===== src/rtl/aes_round_ctrl.sv =====
// Iterative AES-128 encryption sequencer feeding an external round_enc datapath.
// Optional AES_LAST_KEY_OUT_EN exposes the round-10 key on last_key for decryption setup.
module aes_round_ctrl #(
  parameter int unsigned NR    = 10,
  parameter int unsigned CNT_W = 4
) (
  input  logic         clk,
  input  logic         rst,
  input  logic         in_valid,
  output logic         in_ready,
  input  logic [127:0] plaintext,
  input  logic [127:0] key,
  output logic [127:0] rnd_state,
  output logic [127:0] rnd_key,
  output logic         rnd_last,
  output logic         rnd_vin,
  input  logic [127:0] rnd_state_out,
  input  logic         rnd_vout,
  output logic         out_valid,
  input  logic         out_ready,
  output logic [127:0] ciphertext,
`ifdef AES_LAST_KEY_OUT_EN
  output logic [127:0] last_key,
`endif
  output logic         busy
);

  localparam logic [2047:0] SBOX = {
    128'h637c777bf26b6fc53001672bfed7ab76, 128'hca82c97dfa5947f0add4a2af9ca472c0,
    128'hb7fd9326363ff7cc34a5e5f171d83115, 128'h04c723c31896059a071280e2eb27b275,
    128'h09832c1a1b6e5aa0523bd6b329e32f84, 128'h53d100ed20fcb15b6acbbe394a4c58cf,
    128'hd0efaafb434d338545f9027f503c9fa8, 128'h51a3408f929d38f5bcb6da2110fff3d2,
    128'hcd0c13ec5f974417c4a77e3d645d1973, 128'h60814fdc222a908846eeb814de5e0bdb,
    128'he0323a0a4906245cc2d3ac629195e479, 128'he7c8376d8dd54ea96c56f4ea657aae08,
    128'hba78252e1ca6b4c6e8dd741f4bbd8b8a, 128'h703eb5664803f60e613557b986c11d9e,
    128'he1f8981169d98e949b1e87e9ce5528df, 128'h8ca1890dbfe6426841992d0fb054bb16
  };

  typedef enum logic [1:0] {StIdle, StRound, StDone} fsm_e;

  fsm_e               fsm_q, fsm_d;
  logic [CNT_W-1:0]   cnt_q, cnt_d;
  logic [127:0]       state_q, state_d;
  logic [127:0]       key_q, key_d;
  logic [127:0]       ct_q, ct_d;
  logic               ov_q, ov_d;
  logic [127:0]       nk;
  logic [31:0]        t;
  logic               accept, final_rnd;

  // Byte 0 of the table sits in the top bits, so index from the MSB end.
  function automatic logic [7:0] sbox(input logic [7:0] a);
    return SBOX[{~a, 3'b000} +: 8];
  endfunction

  function automatic logic [7:0] rcon(input logic [CNT_W-1:0] c);
    case (c)
      CNT_W'(1):  return 8'h01;
      CNT_W'(2):  return 8'h02;
      CNT_W'(3):  return 8'h04;
      CNT_W'(4):  return 8'h08;
      CNT_W'(5):  return 8'h10;
      CNT_W'(6):  return 8'h20;
      CNT_W'(7):  return 8'h40;
      CNT_W'(8):  return 8'h80;
      CNT_W'(9):  return 8'h1b;
      CNT_W'(10): return 8'h36;
      default:    return 8'h00;
    endcase
  endfunction

  // SubWord(RotWord(w3)) ^ rcon, then the running XOR chain across w0..w3.
  always_comb begin
    t = {sbox(key_q[23:16]), sbox(key_q[15:8]), sbox(key_q[7:0]), sbox(key_q[31:24])}
        ^ {rcon(cnt_q), 24'h0};
    nk[127:96] = key_q[127:96] ^ t;
    nk[95:64]  = key_q[95:64] ^ nk[127:96];
    nk[63:32]  = key_q[63:32] ^ nk[95:64];
    nk[31:0]   = key_q[31:0] ^ nk[63:32];
  end

  always_comb begin
    fsm_d     = fsm_q;
    cnt_d     = cnt_q;
    state_d   = state_q;
    key_d     = key_q;
    ct_d      = ct_q;
    ov_d      = ov_q;
    accept    = 1'b0;
    final_rnd = 1'b0;
    case (fsm_q)
      StIdle: begin
        if (in_valid) begin
          accept  = 1'b1;
          fsm_d   = StRound;
          state_d = plaintext ^ key;
          key_d   = key;
          cnt_d   = CNT_W'(1);
        end
      end
      StRound: begin
        if (rnd_vout) begin
          if (cnt_q == CNT_W'(NR)) begin
            final_rnd = 1'b1;
            ct_d      = rnd_state_out;
            ov_d      = 1'b1;
            fsm_d     = StDone;
          end else begin
            state_d = rnd_state_out;
            key_d   = nk;
            cnt_d   = cnt_q + CNT_W'(1);
          end
        end
      end
      StDone: begin
        if (out_ready) begin
          ov_d  = 1'b0;
          cnt_d = '0;
          fsm_d = StIdle;
        end
      end
      default: fsm_d = StIdle;
    endcase
  end

  always_ff @(posedge clk) begin
    if (rst) begin
      fsm_q   <= StIdle;
      cnt_q   <= '0;
      state_q <= '0;
      key_q   <= '0;
      ct_q    <= '0;
      ov_q    <= 1'b0;
    end else begin
      fsm_q   <= fsm_d;
      cnt_q   <= cnt_d;
      state_q <= state_d;
      key_q   <= key_d;
      ct_q    <= ct_d;
      ov_q    <= ov_d;
    end
  end

`ifdef AES_LAST_KEY_OUT_EN
  logic [127:0] lk_q;

  always_ff @(posedge clk) begin
    if (rst || accept) begin
      lk_q <= '0;
    end else if (final_rnd) begin
      lk_q <= nk;
    end
  end

  assign last_key = lk_q;
`endif

  always_comb begin
    in_ready   = (fsm_q == StIdle);
    busy       = (fsm_q != StIdle);
    rnd_vin    = (fsm_q == StRound);
    rnd_last   = (fsm_q == StRound) && (cnt_q == CNT_W'(NR));
    rnd_state  = (fsm_q == StRound) ? state_q : '0;
    rnd_key    = (fsm_q == StRound) ? nk : '0;
    out_valid  = ov_q;
    ciphertext = ct_q;
  end

endmodule


===== config.mk =====
export PLATFORM = sky130hd
export DESIGN_NAME = aes_round_ctrl
export DESIGN_NICKNAME = d
export VERILOG_FILES = /design/src/rtl/aes_round_ctrl.sv
export SDC_FILE = /design/constraint.sdc
export NUM_CORES = 2
export LEC_CHECK = 0
export CELL_PAD_IN_SITES_DETAIL_PLACEMENT = 0
export CELL_PAD_IN_SITES_GLOBAL_PLACEMENT = 2
export CORE_MARGIN = 3
export CORE_UTILIZATION = 31
export CTS_BUF_LIST = sky130_fd_sc_hd__clkbuf_4 sky130_fd_sc_hd__clkbuf_8 sky130_fd_sc_hd__clkbuf_16
export DETAILED_ROUTE_END_ITERATION = 8
export GPL_ROUTABILITY_DRIVEN = 0
export PLACE_DENSITY_LB_ADDON = 0.08
export RECOVER_POWER = 50
export SKIP_LAST_GASP = 1
export SYNTH_ARGS = -nofsm -noshare
export SYNTH_HDL_FRONTEND = slang
export SYNTH_SLANG_ARGS = --single-unit

===== constraint.sdc =====
create_clock -name clk -period 14.23 [get_ports clk]
set_clock_uncertainty 0.2 [all_clocks]
set_input_delay 2.1345 -clock clk [delete_from_list [all_inputs] [get_ports clk]]
set_output_delay 2.1345 -clock clk [all_outputs]
set_load 0.01 [all_outputs]

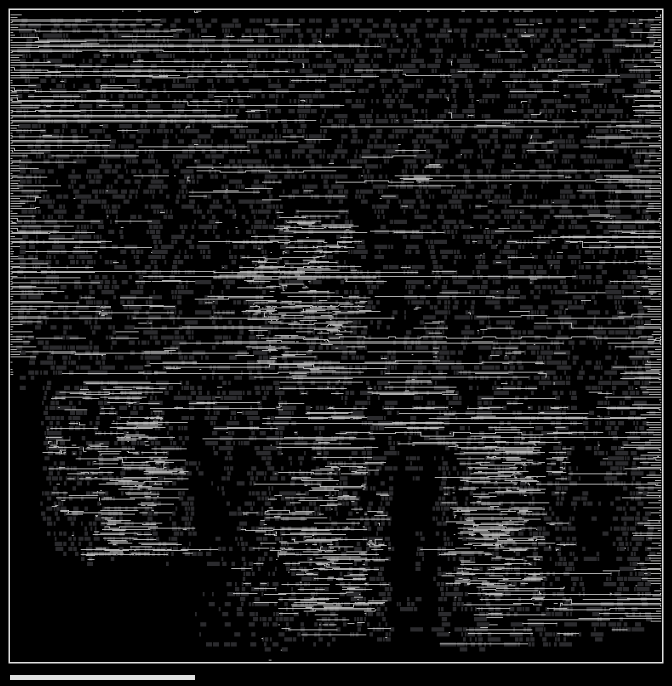
(images/m3.png)
Bar = 100 µm. Cells faint in the background.
wire length on this layer: 24.7 mm
nets with wire on the layer: 1027

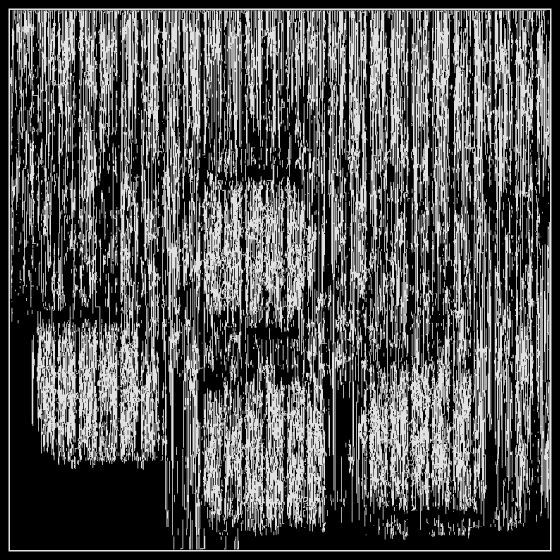
(images/m2.png)
share of all routed wire: 45%
main direction: vertical
nets with wire on the layer: 4887
longest straight run: 163 µm
wire length on this layer: 105 mm

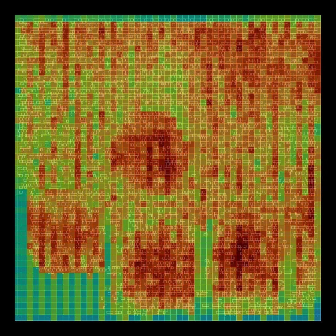
(images/congestion_map.png)
GR met2 Demand/Resource: 56.98%
GRT Total Usage: 35.34%
final routed wire length divided by cell count: 31.79 µm
met1 layer usage reported by global route: 44.22%

==> flow_summary.ini <==
; generated from flow reports
[run_status]
run_status = finished, violations left
failed_checks = max-capacitance violations, max-slew violations

[routing]
antenna_left = 0
vias = 44270
met2_wirelength_um = 105000

[floorplan]
design.die.area_um2 = 124300
floorplan.io_pins = 778
core_area_um2 = 118600
initCoreUtil_pct = 31.40

[synth]
ys_area_um2 = 37220
area_of_the_mapped_netlist_um2 = 37220
post_synth.cell_area_avg_um2 = 7.047
ys_seq_share_pct = 21.46
synthesis.yosys.warnings = 0
synth.lib_cells_used.distinct = 118
synthTopCellsByCount = 903 x sky130_fd_sc_hd__nand2_1, 530 x sky130_fd_sc_hd__a21oi_1, 399 x sky130_fd_sc_hd__dfxtp_1, 338 x sky130_fd_sc_hd__o21ai_0, 317 x sky130_fd_sc_hd__clkbuf_1
fp_nets = 5742
synth-edff-count = 0
top_area_share_pct = 21.46
synth_top_cell_by_area = sky130_fd_sc_hd__dfxtp_1
dominantRegCellSynth = sky130_fd_sc_hd__dfxtp_1

[worst_setup_path]
startpoint_type = input pin
criticalPathCategory = in -> reg
crit_path_end = key_q[9]$_SDFFE_PP0P_
timing.critical_path.required_ns = 14.40
worstReg2RegStart = key_q[9]$_SDFFE_PP0P_

[cts]
ctsHtreeMaxLevel = 2
clock_pin_transition_on_the_worst_setup_and_hold_timing_paths_ns = 0.06
insertion_delay_ns = 0.68
cts.repair.resized = 0
numClockSinks = 399

[job]
cap_violations = 5

[placed_design]
dp_slack_ns = 6.541
dp_hpwl_um = 174300

[power_and_ir_drop]
clock_power_mw = 1.48
powerDensity_nw_per_um2 = 309.2
power.leakage_nw = 16.61
max-vdd-ir-drop_v = 0.0002129
clock_power_share_pct = 10.1
pwr-share-seq_pct = 12.7

[sta]
finalSetupViolCount = 0
report.final.slew_viol_count = 404

[grt]
grt-busiest-layer = met2
antenna_found_initial = 59
grt_pass1_vias = 40160
gr-total-overflow = 0
grt_first_pass_wirelength_um = 322700

[hold_path]
classification_of_the_worst_slack_hold_path = reg -> reg
worstHoldEndpoint = state_q[31]$_SDFFE_PP0P_
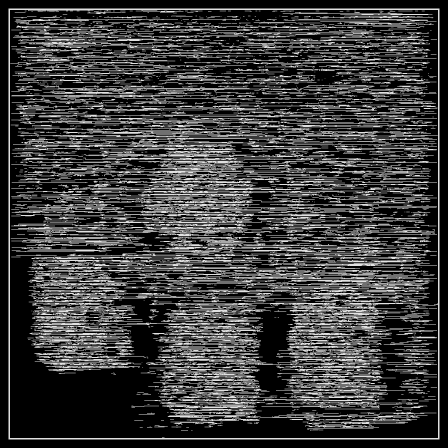
(images/m1.png)
main direction: horizontal
nets with wire on the layer: 5665
wire length on this layer: 90.9 mm

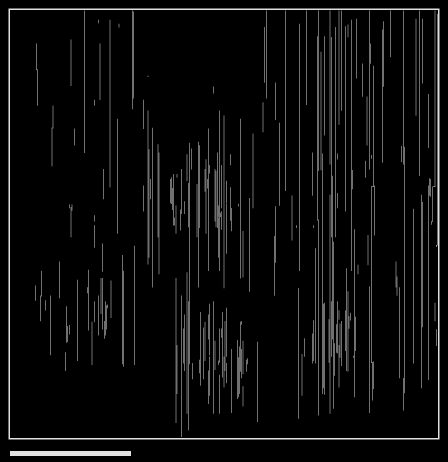
(images/m4.png)
Bar = 100 µm.
share of all routed wire: 5.4%
longest straight run: 207 µm

## layout make-up
cell class | instances | area (µm²)
antenna | 34 | 85.08
clock buffer | 87 | 1692
clock inverter | 10 | 200.2
fill | 12710 | 71330
inverter | 67 | 259.0
multi-input combinational | 4282 | 26530
sequential | 399 | 8023
tap | 1600 | 2002
timing repair buffer | 861 | 8434
## cells by family (layout without fill, tap and decap cells)
family,Yosys count,in the layout,share of synthesized area (%)
other,0,34,0
multiplexers,94,94,3.452
AND/OR/NAND/NOR,2156,2156,28.08
XOR/XNOR,282,282,7.701
AND-OR/OR-AND,1678,1678,29.55
adder cells (fa/ha/maj),72,72,2.414
flip-flops,399,399,21.46
buffers and inverters,601,1025,7.342
## critical path: stages
cell and delay, ns:
sky130_fd_sc_hd__clkbuf_1 3.65, sky130_fd_sc_hd__clkbuf_1 1.41, sky130_fd_sc_hd__clkbuf_1 2.50, sky130_fd_sc_hd__o32ai_1 0.47
## stage by stage
step                      hold WS [ns]  util (%)
final                           0.2459     39.84
after global routing            0.2594     39.78
after CTS                       0.2468     39.80
after detailed placement        0.2390     38.20
after global placement          0.2330     38.20
after floorplan                 0.2273         -
## flip-flops by register name, indices dropped and copies added, names as in the netlist, named ones only
name	flops
cnt_q	4
state_q	128
ciphertext	128
out_valid	1
fsm_q	2
key_q	128
## placed cells by master (no fill, tap or decap), drive strengths merged, types with 38 or more instances in the layout
cell type	n
a211oi	69
a21oi	535
a311oi	46
a31oi	94
and2	219
and3	78
buf	79
clkbuf	93
clkdlybuf4s50	645
dfxtp	399
dlygate4sd3	131
ha	71
inv	61
mux2i	44
nand2	905
nand2b	111
nand3	94
nor2	295
nor2b	126
nor3	106
o211ai	58
o21ai	357
o311ai	43
o31ai	46
or2	38
or3	48
xnor2	220
xor2	40
Power figures rest on the tool's default switching activity, not on a simulated workload.
